--- config.mk ---
export PLATFORM = sky130hd
export DESIGN_NAME = muldiv_unit_flat
export DESIGN_NICKNAME = d
export VERILOG_FILES = /design/src/rtl/muldiv_if.sv /design/src/rtl/muldiv_unit.sv /design/src/flat_wrapper.sv
export SDC_FILE = /design/constraint.sdc
export NUM_CORES = 1
export LEC_CHECK = 0
export ABC_AREA = 0
export CAP_MARGIN = 20
export CELL_PAD_IN_SITES_DETAIL_PLACEMENT = 1
export CELL_PAD_IN_SITES_GLOBAL_PLACEMENT = 1
export CORE_MARGIN = 3
export CORE_UTILIZATION = 40
export CTS_CLUSTER_SIZE = 20
export DETAILED_ROUTE_END_ITERATION = 10
export DONT_BUFFER_PORTS = 1
export GPL_TIMING_DRIVEN = 0
export PLACE_DENSITY = 0.71
export SLEW_MARGIN = 15
export SYNTH_ARGS = -nofsm -noshare
export SYNTH_HDL_FRONTEND = slang
export SYNTH_SLANG_ARGS = --single-unit
--- constraint.sdc ---
create_clock -name clk -period 3.9 [get_ports clk]
set_input_delay 0.78 -clock clk [delete_from_list [all_inputs] [get_ports clk]]
set_output_delay 0.78 -clock clk [all_outputs]
set_load 0.005 [all_outputs]
--- src/rtl/muldiv_if.sv ---
// Request/response bundle between the execute-stage pipeline and the RV32M multiply/divide unit.
interface muldiv_if #(
    parameter int XLEN = 32
);
    logic            start;
    logic [3:0]      op;
    logic [XLEN-1:0] a;
    logic [XLEN-1:0] b;
    logic            kill;
    logic            busy;
    logic            done;
    logic [XLEN-1:0] result;

    modport master (
        output start, op, a, b, kill,
        input  busy, done, result
    );

    modport slave (
        input  start, op, a, b, kill,
        output busy, done, result
    );
endinterface

--- src/rtl/muldiv_unit.sv ---
// Iterative RV32M multiply/divide: shift-add multiply, restoring divide, one bit per cycle.
// Op encoding (alu_operation_type): MUL=8, MULH=9, DIV=12, DIVU=13, REM=14, REMU=15; other codes are ALU ops.
module muldiv_unit #(
    parameter int XLEN = 32
) (
    input logic      clk,
    input logic      rst,
    muldiv_if.slave  bus
);
    localparam logic [3:0] OP_MUL  = 4'd8;
    localparam logic [3:0] OP_MULH = 4'd9;
    localparam logic [3:0] OP_DIV  = 4'd12;
    localparam logic [3:0] OP_DIVU = 4'd13;
    localparam logic [3:0] OP_REM  = 4'd14;
    localparam logic [3:0] OP_REMU = 4'd15;
    localparam int         CW      = $clog2(XLEN);

    typedef enum logic [1:0] {S_IDLE, S_CALC, S_FIX, S_DONE} state_t;

    state_t            state_q, state_d;
    logic [3:0]        op_q, op_d;
    logic              sa_q, sa_d;
    logic              sb_q, sb_d;
    logic [XLEN-1:0]   opnd_q, opnd_d;
    logic [2*XLEN-1:0] acc_q, acc_d;
    logic [CW-1:0]     cnt_q, cnt_d;
    logic [XLEN-1:0]   result_q, result_d;

    logic              is_mul, is_div, is_rem, is_signed, is_mop, accept;
    logic              neg_a, neg_b;
    logic [XLEN-1:0]   mag_a, mag_b;
    logic              q_mul;
    logic [XLEN:0]     mul_sum, div_trial, div_diff;
    logic              div_ge;
    logic [2*XLEN-1:0] prod_fix;
    logic [XLEN-1:0]   quo_fix, rem_fix;

    always_comb begin
        is_mul    = (bus.op == OP_MUL) || (bus.op == OP_MULH);
        is_div    = (bus.op == OP_DIV) || (bus.op == OP_DIVU);
        is_rem    = (bus.op == OP_REM) || (bus.op == OP_REMU);
        is_mop    = is_mul || is_div || is_rem;
        is_signed = is_mul || (bus.op == OP_DIV) || (bus.op == OP_REM);
        neg_a     = is_signed && bus.a[XLEN-1];
        neg_b     = is_signed && bus.b[XLEN-1];
        mag_a     = neg_a ? -bus.a : bus.a;
        mag_b     = neg_b ? -bus.b : bus.b;
        accept    = bus.start && !bus.kill && is_mop &&
                    ((state_q == S_IDLE) || (state_q == S_DONE));
    end

    // Multiply keeps the multiplier in the low half and shifts the partial sum in from the top;
    // divide keeps remainder:quotient and shifts the dividend out of the low half.
    always_comb begin
        q_mul     = (op_q == OP_MUL) || (op_q == OP_MULH);
        mul_sum   = {1'b0, acc_q[2*XLEN-1:XLEN]} + {1'b0, (acc_q[0] ? opnd_q : {XLEN{1'b0}})};
        div_trial = acc_q[2*XLEN-1:XLEN-1];
        div_ge    = div_trial >= {1'b0, opnd_q};
        div_diff  = div_trial - {1'b0, opnd_q};
        prod_fix  = (sa_q ^ sb_q) ? -acc_q : acc_q;
        quo_fix   = (sa_q ^ sb_q) ? -acc_q[XLEN-1:0] : acc_q[XLEN-1:0];
        rem_fix   = sa_q ? -acc_q[2*XLEN-1:XLEN] : acc_q[2*XLEN-1:XLEN];
    end

    always_comb begin
        state_d  = state_q;
        op_d     = op_q;
        sa_d     = sa_q;
        sb_d     = sb_q;
        opnd_d   = opnd_q;
        acc_d    = acc_q;
        cnt_d    = cnt_q;
        result_d = result_q;

        if (bus.kill) begin
            state_d = S_IDLE;
        end else begin
            case (state_q)
                S_IDLE, S_DONE: begin
                    state_d = S_IDLE;
                    if (accept) begin
                        op_d    = bus.op;
                        sa_d    = neg_a;
                        sb_d    = neg_b;
                        cnt_d   = '0;
                        state_d = S_CALC;
                        if (is_mul) begin
                            opnd_d = mag_a;
                            acc_d  = {{XLEN{1'b0}}, mag_b};
                        end else begin
                            opnd_d = mag_b;
                            acc_d  = {{XLEN{1'b0}}, mag_a};
                        end
                        if (!is_mul && (bus.b == '0)) begin
                            result_d = is_div ? {XLEN{1'b1}} : bus.a;
                            state_d  = S_DONE;
                        end else if (((bus.op == OP_DIV) || (bus.op == OP_REM)) &&
                                     (bus.a == {1'b1, {(XLEN-1){1'b0}}}) && (bus.b == {XLEN{1'b1}})) begin
                            result_d = (bus.op == OP_DIV) ? bus.a : '0;
                            state_d  = S_DONE;
                        end
                    end
                end
                S_CALC: begin
                    if (q_mul) begin
                        acc_d = {mul_sum, acc_q[XLEN-1:1]};
                    end else if (div_ge) begin
                        acc_d = {div_diff[XLEN-1:0], acc_q[XLEN-2:0], 1'b1};
                    end else begin
                        acc_d = {div_trial[XLEN-1:0], acc_q[XLEN-2:0], 1'b0};
                    end
                    cnt_d = cnt_q + 1'b1;
                    if (cnt_q == CW'(XLEN-1)) state_d = S_FIX;
                end
                S_FIX: begin
                    case (op_q)
                        OP_MUL:           result_d = prod_fix[XLEN-1:0];
                        OP_MULH:          result_d = prod_fix[2*XLEN-1:XLEN];
                        OP_DIV, OP_DIVU:  result_d = quo_fix;
                        default:          result_d = rem_fix;
                    endcase
                    state_d = S_DONE;
                end
                default: state_d = S_IDLE;
            endcase
        end
    end

    always_ff @(posedge clk) begin
        if (rst) begin
            state_q  <= S_IDLE;
            op_q     <= '0;
            sa_q     <= 1'b0;
            sb_q     <= 1'b0;
            opnd_q   <= '0;
            acc_q    <= '0;
            cnt_q    <= '0;
            result_q <= '0;
        end else begin
            state_q  <= state_d;
            op_q     <= op_d;
            sa_q     <= sa_d;
            sb_q     <= sb_d;
            opnd_q   <= opnd_d;
            acc_q    <= acc_d;
            cnt_q    <= cnt_d;
            result_q <= result_d;
        end
    end

    assign bus.busy   = (state_q == S_CALC) || (state_q == S_FIX);
    assign bus.done   = (state_q == S_DONE);
    assign bus.result = result_q;
endmodule

--- src/flat_wrapper.sv ---
// flat-port wrapper written by rule: the top's interface ports become plain ports
module muldiv_unit_flat 
#(
    parameter int XLEN = 32
)
  (clk, rst, bus_start, bus_op, bus_a, bus_b, bus_kill, bus_busy, bus_done, bus_result);
  muldiv_if #(.XLEN(XLEN)) bus_i ();
  input logic clk;
  input logic rst;
  input wire logic [$bits(bus_i.start)-1:0] bus_start;
  input wire logic [$bits(bus_i.op)-1:0] bus_op;
  input wire logic [$bits(bus_i.a)-1:0] bus_a;
  input wire logic [$bits(bus_i.b)-1:0] bus_b;
  input wire logic [$bits(bus_i.kill)-1:0] bus_kill;
  output wire logic [$bits(bus_i.busy)-1:0] bus_busy;
  output wire logic [$bits(bus_i.done)-1:0] bus_done;
  output wire logic [$bits(bus_i.result)-1:0] bus_result;
  assign bus_i.start = bus_start;
  assign bus_i.op = bus_op;
  assign bus_i.a = bus_a;
  assign bus_i.b = bus_b;
  assign bus_i.kill = bus_kill;
  assign bus_busy = bus_i.busy;
  assign bus_done = bus_i.done;
  assign bus_result = bus_i.result;
  muldiv_unit #(.XLEN(XLEN)) u_core (.clk(clk), .rst(rst), .bus(bus_i));
endmodule
Fig. 1: run 1, floorplan with the power grid
The bar under the picture is 50 um long. Pins as bars on the die edge.
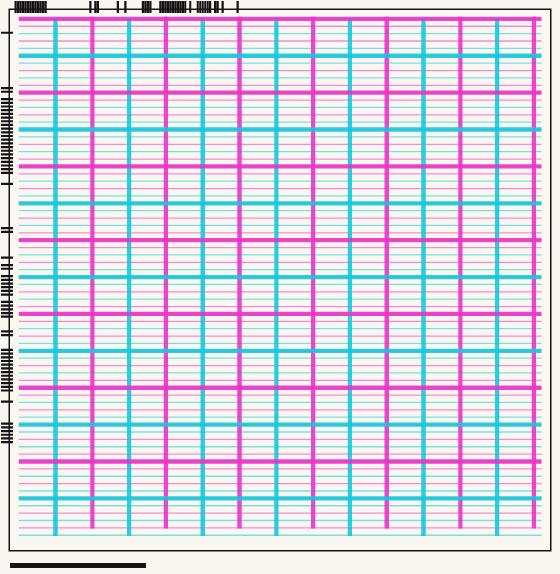
legend:
  VDD:
    colour: magenta
  VSS:
    colour: cyan
signal pins: 106
met4 straps: 14
rows: 70
met1 rails: 71
met5 straps: 14
CORE AREA: 36,700 um^2
VDD IR max: 320 uV
Die W: 199 um
chip height: 199 um

Fig. 2: run 1, metal 2
The bar under the picture is 50 um long.
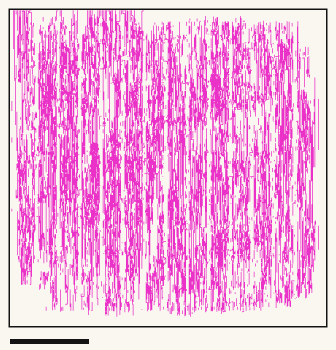
main direction: vertical
share of all routed wire: 44%
longest straight run: 90.8 um
wire length on this layer: 33.5 mm
DR vias: 17,500
met2 usage: 58.9%

Fig. 3: run 1, metal layers overlaid
The bar under the picture is 50 um long. Two of the layers only.
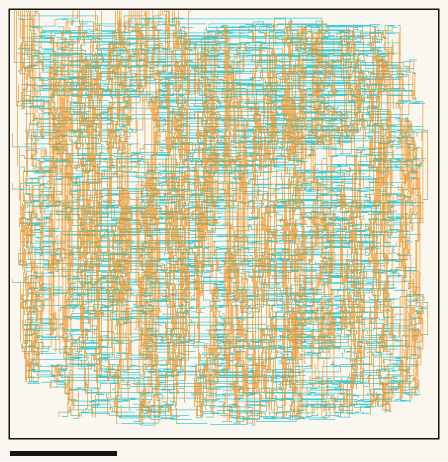
legend:
  metal 1:
    colour: cyan
    wire_length: 32.2 mm
  metal 2:
    colour: orange
    wire_length: 33.5 mm
DR WL/cell: 28.5 um
gr usage total: 37.6%
final wirelength: 76.2 mm

Fig. 4: run 1, clock wiring as the flow saved it
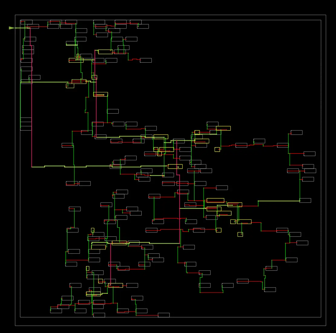
clock buffer count: 19
Power Clock: 1.65 mW

-- run 1: worst max path at each step --
stage / start / end / slack [ns] / depth (start not counted)
after floorplan: bus_b[0] / u_core.bus.result[10]$_SDFFE_PP0P_ / 0.60 / 11
after global placement: bus_b[0] / u_core.bus.result[20]$_SDFFE_PP0P_ / -0.76 / 11
after detailed placement: bus_b[0] / u_core.bus.result[20]$_SDFFE_PP0P_ / -0.78 / 11
after CTS: bus_b[0] / u_core.bus.result[20]$_SDFFE_PP0P_ / 0.01 / 11
after global routing: u_core.acc_q[0]$_SDFFE_PP0P_ / u_core.bus.result[16]$_SDFFE_PP0P_ / -0.008 / 11
final: u_core.acc_q[0]$_SDFFE_PP0P_ / u_core.bus.result[16]$_SDFFE_PP0P_ / -0.04 / 11
-- run 1: flip-flops by register name, summed over array words and instances (netlist names) --
register	cells
u_core.sa_q	1
u_core.state_q	2
u_core.bus.result	32
u_core.acc_q	64
u_core.opnd_q	32
u_core.cnt_q	5
u_core.op_q	4
u_core.sb_q	1
-- run 1: routing by layer --
metal  share of wire [%]  up-vias
li1                    -     7912
met1                  42     8606
met2                  44      828
met3                 8.6      142
met4                 5.2        0
met5                   0        -
-- run 1: synthesized netlist by cell type, drive strengths merged (11+ instances only) --
master | instances | area, um^2
and3 | 13 | 81.3
mux2i | 38 | 380
dfxtp | 141 | 2820
or4 | 16 | 135
inv | 66 | 248
o21ai | 133 | 666
nor3 | 52 | 275
nand2b | 20 | 125
o21bai | 12 | 90.1
o21a | 15 | 113
o31ai | 22 | 165
or3 | 22 | 138
a31oi | 26 | 163
a32o | 12 | 120
buf | 20 | 101
nand3 | 53 | 265
a22o | 11 | 96.3
a21oi | 223 | 1120
nor4 | 29 | 218
a211oi | 30 | 225
clkbuf | 151 | 568
a21o | 30 | 225
xnor2 | 91 | 797
ha | 74 | 926
nor2b | 11 | 68.8
nor2 | 223 | 853
o221ai | 27 | 236
xor2 | 95 | 832
nand2 | 307 | 1170
o211ai | 45 | 338
o41ai | 20 | 198
nand4 | 41 | 257
-- run 1: final cells by class --
type / instances / area (um^2) / share of cell area, %
repair buffers: 3 / 22.5 / 0.139
clock buffers: 19 / 443 / 2.73
well taps: 468 / 586 / 3.61
clock inverters: 12 / 115 / 0.711
inverters: 66 / 248 / 1.53
plain buffers: 170 / 676 / 4.17
multi-input cells: 1797 / 11300 / 69.7
flip-flops and latches: 141 / 2820 / 17.4
-- run 1: cell families after synthesis --
logic type / after synthesis
xor+xnor: 186
simple gates: 823
compound gates: 674
buf+inv: 237
flops: 141
mux: 38
fa+ha+maj: 76
-- run 1: what timing repair did --
action                                  CTS  global route
pin swaps                                 0             2
endpoints found under the setup margin   16            38
gates resized                            11            19
buffers inserted                          0             3
-- run 1: metrics by stage --
step	worst slack, ns	instance area (um^2)
3_3_place_gp	-0.762	15500
4_1_cts	0.0110	16100
5_1_grt	-0.00787	16200
3_5_place_dp	-0.784	15500
2_1_floorplan	0.597	14900
6_report	-0.0439	16200
==> Changelog: implementation, run 1 <==
### Physical design

* Share of cells above drive strength 1 at between 4 and 5%
* Failing checks: setup timing
* Worst R2R End: u_core.bus.result[16]$_SDFFE_PP0P_
* Clock transition at path regs at about 0.080 ns
* Outcome: finished, violations left
* Worst hold path type: in -> reg
* WS Path Type: reg -> reg
* Flops & latches, synth at around 140
* CTS max path bufs at 2
* 1st-iter DRT viols at 1,754
* Dominant logic cell type in the layout: nand2_1
* Worst-path maximum fanout at 10
* Port Buffers at 0
* Post-DP HPWL at between 60 and 70 mm
* Sink Count at 141
* Floorplan net count at 2,323
* Area growth syn-to-layout at 8.59%
* Crit path buf inv count at 2
* Switching share of power at between 30% and 40%
* Hold Crit Endpoint: u_core.state_q[1]$_SDFFE_PP0P_
* CP most frequent cell: a21oi_1
* EDFF count, synth at 0
* Diode count at 0
* Relative slew slack at between 20% and 30%
* Logic family by area: AND-OR/OR-AND gates
* Worst Max-Slew Pin Slew at 1.13 ns
* Global placer's final weighted congestion at ~0.96
* Syn avg cell area at a little under 7 um^2
* Synth Seq Share at around a fifth
* Ao+oa area frac at roughly 29%
* Sequential Power at around 1.5 mW
* CTS tree: yes
* Met3 Use GR at under 10%
* Fin crit share at 101%
* Min cycle time layout at 3.94 ns
* Netlist cell types at 79
* Setup TNS at -0.0632 ns
* Final WS setup at -0.0439 ns
* Leak pwr at between 6 and 7 nW
* Fillers at between 4,000 and 5,000
* Post-Place Cells at between 2,000 and 3,000
* Max-cap violations at 0
* Hold_ws at about 0.41 ns
* Final setup viols at 2
* Final Hold Viols at 0
* Hold buffer count at cts at 0
Fig. 5: run 1, signal wires on met3
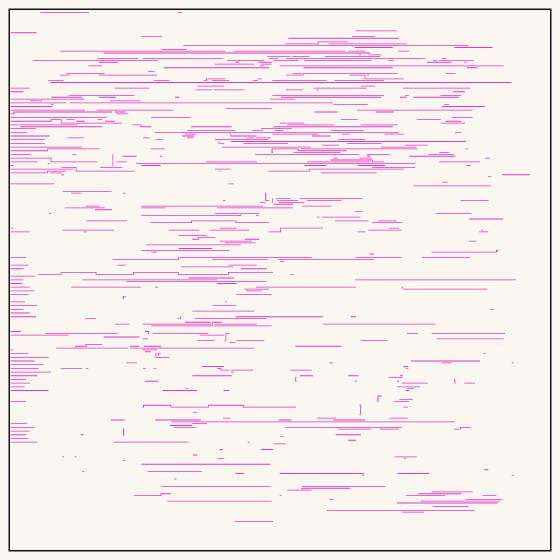

==> run 2, diff against run 1 <==
--- a/config.mk
+++ b/config.mk
@@ -9,7 +9,7 @@
 export CAP_MARGIN = 20
 export CELL_PAD_IN_SITES_DETAIL_PLACEMENT = 1
 export CELL_PAD_IN_SITES_GLOBAL_PLACEMENT = 1
-export CORE_MARGIN = 3
+export CORE_MARGIN = 2
 export CORE_UTILIZATION = 40
 export CTS_CLUSTER_SIZE = 20
 export DETAILED_ROUTE_END_ITERATION = 10
Fig. 6: run 2, signal wires on met3
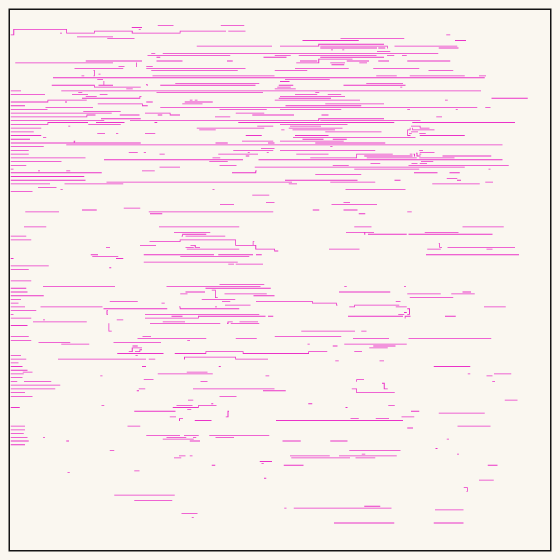
wire length on this layer: 6,120 um
longest straight run: 159 um
nets with wire on the layer: 333
met3 Use GR: 7.44%
final wirelength: 77.2 mm

==> Changelog: implementation, run 2 <==
### Physical design

* Leak pwr at 6.12 nW
* Dominant logic cell type in the layout: nand2_1
* Sink Count at around 140
* Ao+oa area frac at between 20 and 30%
* Floorplan net count at approximately 2,300
* Diode count at 0
* Die W at 197 um
* Final #Nets at between 2,000 and 2,500
* Top cells by count, synth: nand2_1 (305), a21oi_1 (223), nor2_1 (222), clkbuf_1 (150), dfxtp_1 (141)
* Worst hold path type: in -> reg
* Clock transition at path regs at approximately 0.070 ns
* Most numerous cell in the Yosys netlist: nand2_1
* Final Hold Viols at 0
* Clock skew at about 0.014 ns
* Cell taking the most area after synthesis: dfxtp_1
* Share of cells above drive strength 1 at around 4.5%
* CORE AREA at between 30,000 and 40,000 um^2
* Worst-path maximum fanout at 10
* Min cycle time layout at roughly 3.9 ns
* Design area at approximately 16,000 um^2
* Hold buffer count at cts at 0
* Hold Crit Endpoint: u_core.state_q[1]$_SDFFE_PP0P_
* CTS max path bufs at 2
* Worst Max-Slew Pin Slew at 1.11 ns
* Fin crit share at between 90% and 100%
* Top-area cell share at 18.9%
* Outcome: finished, final reports clean
* Flops & latches, synth at 141
* Crit path buf inv count at 2
* Post-DP HPWL at 62.2 mm
* Top reg by flops: u_core.acc_q
* Logic family by area: AND-OR/OR-AND gates
* Pin count of the biggest net entering global routing at 17
* 1st-iter DRT viols at about 1,800
* Final setup viols at 0
* Setup TNS at 0 ns
* H-tree Lvls at 4
* Fillers at between 4,000 and 5,000
* Global placer's final weighted congestion at between 0.9 and 1
* VDD IR max at 334 uV
* EDFF count, synth at 0
* DR WL/cell at approximately 29 um
* Gr usage total at between 30 and 40%
* Port Buffers at 0
* Netlist cell types at a little under 80
* Max reg flops at around 64
* Synth Seq Share at a little under a fifth
Fig. 7: run 2, metal 2
The bar under the picture is 50 um long.
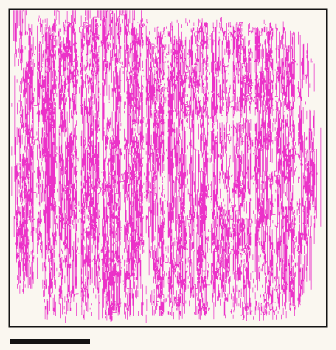
wire length on this layer: 34.3 mm
longest straight run: 114 um
share of all routed wire: 44%
main direction: vertical
nets with wire on the layer: 2,048
met2 usage: 63.3%
DR vias: 17,600

## run 2: netlist changes by cell type in the layout (fill, tap and decap cells not counted), sizes merged
cell	delta
clkinv	-4
clkbuf	+3
inv	+3
buf	-2
clkinvlp	-2
bufinv	+1
## run 2: repair_timing
action	in CTS	in global routing
pin swaps	0	1
cloned	0	0
gates resized	10	31
setup endpoints to repair	14	32
buffers inserted	0	1
## run 2: per-layer routing
| layer | global-route usage (%) | routed length (um) | share of wire, % |
|---|---|---|---|
| met5 | 0 | 0 | 0 |
| met4 | 17.6 | 4050 | 5.3 |
| met3 | 7.44 | 6120 | 7.9 |
| met2 | 63.3 | 34300 | 44 |
| met1 | 51.0 | 32700 | 42 |
## run 2: logic make-up (layout without fill, tap and decap cells)
logic type / count (synthesis) / count (layout)
AND/OR/NAND/NOR: 823 / 823
AND-OR/OR-AND: 674 / 674
buffers and inverters: 237 / 269
XOR/XNOR: 186 / 186
flip-flops: 141 / 141
adder cells (fa/ha/maj): 76 / 76
multiplexers: 38 / 38
## run 2: report_power, final
| group | internal (mW) | switching (mW) |
|---|---|---|
| Clock | 1.01 | 0.762 |
| Sequential | 1.47 | 0.0366 |
| Combinational | 0.438 | 0.929 |
| Total | 2.91 | 1.73 |
## run 2: worst max path at each step
| stage | startpoint | endpoint | slack (ns) | cells after the start |
|---|---|---|---|---|
| final | u_core.acc_q[39]$_SDFFE_PP0P_ | u_core.bus.result[27]$_SDFFE_PP0P_ | 0.05 | 11 |
| after global routing | u_core.acc_q[31]$_SDFFE_PP0P_ | u_core.acc_q[62]$_SDFFE_PP0P_ | 0.003 | 13 |
| after CTS | u_core.opnd_q[16]$_SDFFE_PP0P_ | u_core.acc_q[53]$_SDFFE_PP0P_ | 0.01 | 11 |
| after global placement | bus_b[0] | u_core.bus.result[20]$_SDFFE_PP0P_ | -0.83 | 11 |
| after detailed placement | bus_b[0] | u_core.bus.result[20]$_SDFFE_PP0P_ | -0.85 | 11 |
| after floorplan | bus_b[0] | u_core.bus.result[10]$_SDFFE_PP0P_ | 0.60 | 11 |
## run 2: cell type report
type | instances | area [um^2] | area share, %
clock buffer | 22 | 474 | 2.92
multi-input combinational | 1797 | 11300 | 69.6
inverter | 66 | 248 | 1.52
buffer | 170 | 676 | 4.15
tap | 468 | 586 | 3.60
sequential | 141 | 2820 | 17.4
clock inverter | 10 | 128 | 0.785
timing repair buffer | 1 | 7.51 | 0.0462
## run 2: worst reg2reg max path, stage by stage (launching register included)
cell and delay [ns]:
dfxtp_1 0.34, clkbuf_1 0.42, or4_1 0.74, or4_1 0.43, clkbuf_1 0.22, nor2_1 0.28, nand3b_1 0.20, nand2_1 0.13
xor2_1 0.25, o21ai_0 0.11, a221oi_1 0.47, o21ai_1 0.14
## run 2: metrics by stage
stage,cells,hold WS [ns],setup slack (ns),util (%)
finish,2675,0.404,0.0487,44.3
global placement,2643,0.440,-0.834,42.2
global route,2675,0.401,0.00271,44.3
floorplan,2175,0.432,0.597,-
detailed placement,2643,0.451,-0.851,42.2
CTS,2674,0.391,0.0113,44.0
Fig. 8: run 2, clock wiring as the flow saved it
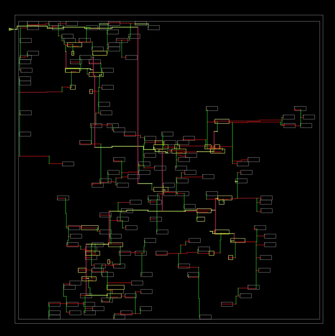

==> run 3, diff against run 2 <==
--- a/config.mk
+++ b/config.mk
@@ -6,9 +6,10 @@
 export NUM_CORES = 1
 export LEC_CHECK = 0
 export ABC_AREA = 0
-export CAP_MARGIN = 20
+export CAP_MARGIN = 25
 export CELL_PAD_IN_SITES_DETAIL_PLACEMENT = 1
 export CELL_PAD_IN_SITES_GLOBAL_PLACEMENT = 1
+export CORE_ASPECT_RATIO = 0.75
 export CORE_MARGIN = 2
 export CORE_UTILIZATION = 40
 export CTS_CLUSTER_SIZE = 20
Fig. 9: run 3, clock wiring as the flow saved it
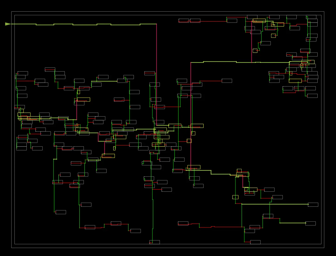
Power Clock: 1.64 mW
sequential cell count: 141
TritonCTS Buffers: 17
clock buffer count: 20

==> Changelog: implementation, run 3 <==
### Physical design

* Clock skew at approximately 0.018 ns
* Final #Nets at about 2,400
* Final WS setup at roughly 0.095 ns
* Relative slew slack at roughly a quarter
* Fillers at just under 5,000
* Cell taking the most area after synthesis: dfxtp_1
* Hold_ws at 0.404 ns
* Most numerous cell in the Yosys netlist: nand2_1
* WS Path Type: in -> reg
* Pin count of the biggest net entering global routing at 17
* Max-cap violations at 0
* CORE AREA at 36,900 um^2
* Final setup viols at 0
* VDD IR max at 380 uV
* Area growth syn-to-layout at 9.24%
* Gate power share at between 30% and 40%
* H-tree Lvls at 4
* EDFF count, synth at 0
* Netlist cell types at 79
* Final Hold Viols at 0
* Max reg flops at ~64
* Post-Place Cells at 2,680
* CTS tree: yes
* Sequential Power Share at around a third
* Share of cells above drive strength 1 at between 4 and 5%
* Port Buffers at 0
* Sink Count at ~140
* FF/Latch Area at roughly 2800 um^2
* Chip height at 171 um
* Floorplan net count at roughly 2,300
* Die W at approximately 230 um
* Clock transition at path regs at around 0.060 ns
* Setup TNS at 0 ns
* Top cells by count, synth: nand2_1 (305), a21oi_1 (223), nor2_1 (222), clkbuf_1 (150), dfxtp_1 (141)
* Outcome: finished, final reports clean
* Worst hold path type: in -> reg
* Worst-path maximum fanout at 10
* Diode count at 0
* Top-area cell share at between 10% and 20%
* Multi-input combinational cell area at 11,300 um^2
* Post-DP HPWL at around 65 mm
* Min cycle time layout at around 3.8 ns
* Syn avg cell area at 6.86 um^2
* Internal power at approximately 2.8 mW
* Synth Seq Share at a little under a fifth
* 1st-iter DRT viols at ~2,100
* Top cells, area: dfxtp_1 (19%), nand2_1 (7.7%), a21oi_1 (7.5%)
* Fin util at ~44%
Fig. 10: run 3, metal layers overlaid
The bar under the picture is 50 um long. Two of the layers only.
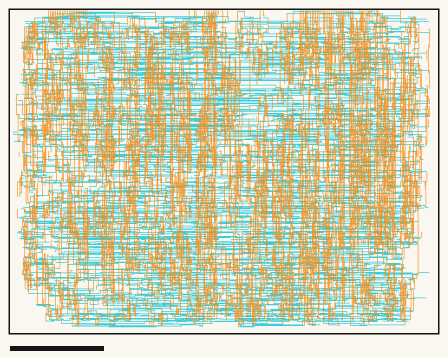
legend:
  metal 1:
    colour: cyan
    wire_length: 36.6 mm
  metal 2:
    colour: orange
    wire_length: 30.9 mm
DR WL/cell: 29.4 um
gr usage total: 40.2%
DR vias: 18,100
final wirelength: 79.9 mm

==> run 3: cell counts after synthesis <==
No cell type changed its count.
==> run 3: worst paths after layout <==
check	to	slack (ns)	cells past startpoint
max reg2reg	u_core.acc_q[55]$_SDFFE_PP0P_	0.12	11
min reg2reg	u_core.opnd_q[6]$_SDFFE_PP0P_	0.45	2
min	u_core.state_q[1]$_SDFFE_PP0P_	0.40	1
max	u_core.bus.result[20]$_SDFFE_PP0P_	0.09	11
==> run 3: cell families after synthesis <==
family                   share of synthesized area, %
AND-OR/OR-AND                                    29.1
XOR/XNOR                                         10.9
adder cells (fa/ha/maj)                          6.47
buffers and inverters                            6.15
flip-flops                                       18.9
multiplexers                                     2.55
AND/OR/NAND/NOR                                  25.9
==> run 3: repair_timing <==
action | CTS | global route
gates resized | 10 | 24
hold buffers | 0 | 0
buffers inserted | 0 | 6
endpoints found under the setup margin | 22 | 35
pin swaps | 1 | 6
==> run 3: routing by layer <==
layer / vias to the layer above / share of wire (%) / global-route usage, %
met5: - / 0 / 0
met4: 0 / 2.9 / 11.8
met3: 136 / 13 / 14.2
met2: 998 / 39 / 54.0
met1: 9061 / 46 / 59.0
li1: 7935 / - / -
==> run 3: final cells by class <==
cell class              instances  share of cell area [%]
multi-input cells            1797                    69.4
flip-flops and latches        141                    17.3
plain buffers                 170                    4.12
well taps                     504                    3.87
clock buffers                  20                    2.68
inverters                      66                    1.52
clock inverters                12                   0.706
repair buffers                  9                   0.384
==> run 3: power by group through the flow <==
stage	clock network (mW)	logic [mW]	registers, mW
finish	1.64	1.39	1.51
global route	1.71	1.46	1.51
CTS	1.64	1.32	1.50
detailed placement	0	1.31	1.54
global placement	0	1.30	1.53
floorplan	0	0.891	1.52
==> run 3: critical path: stages <==
cell and delay (ns):
inv_1 0.03, ha_1 0.15, or3b_2 0.52, nor4b_2 0.44, nand3_1 0.31, nor4_4 0.47, or2_0 0.28, clkbuf_1 0.40
a21oi_1 0.24, a31oi_2 0.38, a22o_1 0.18
Power and IR drop assume default switching activity.
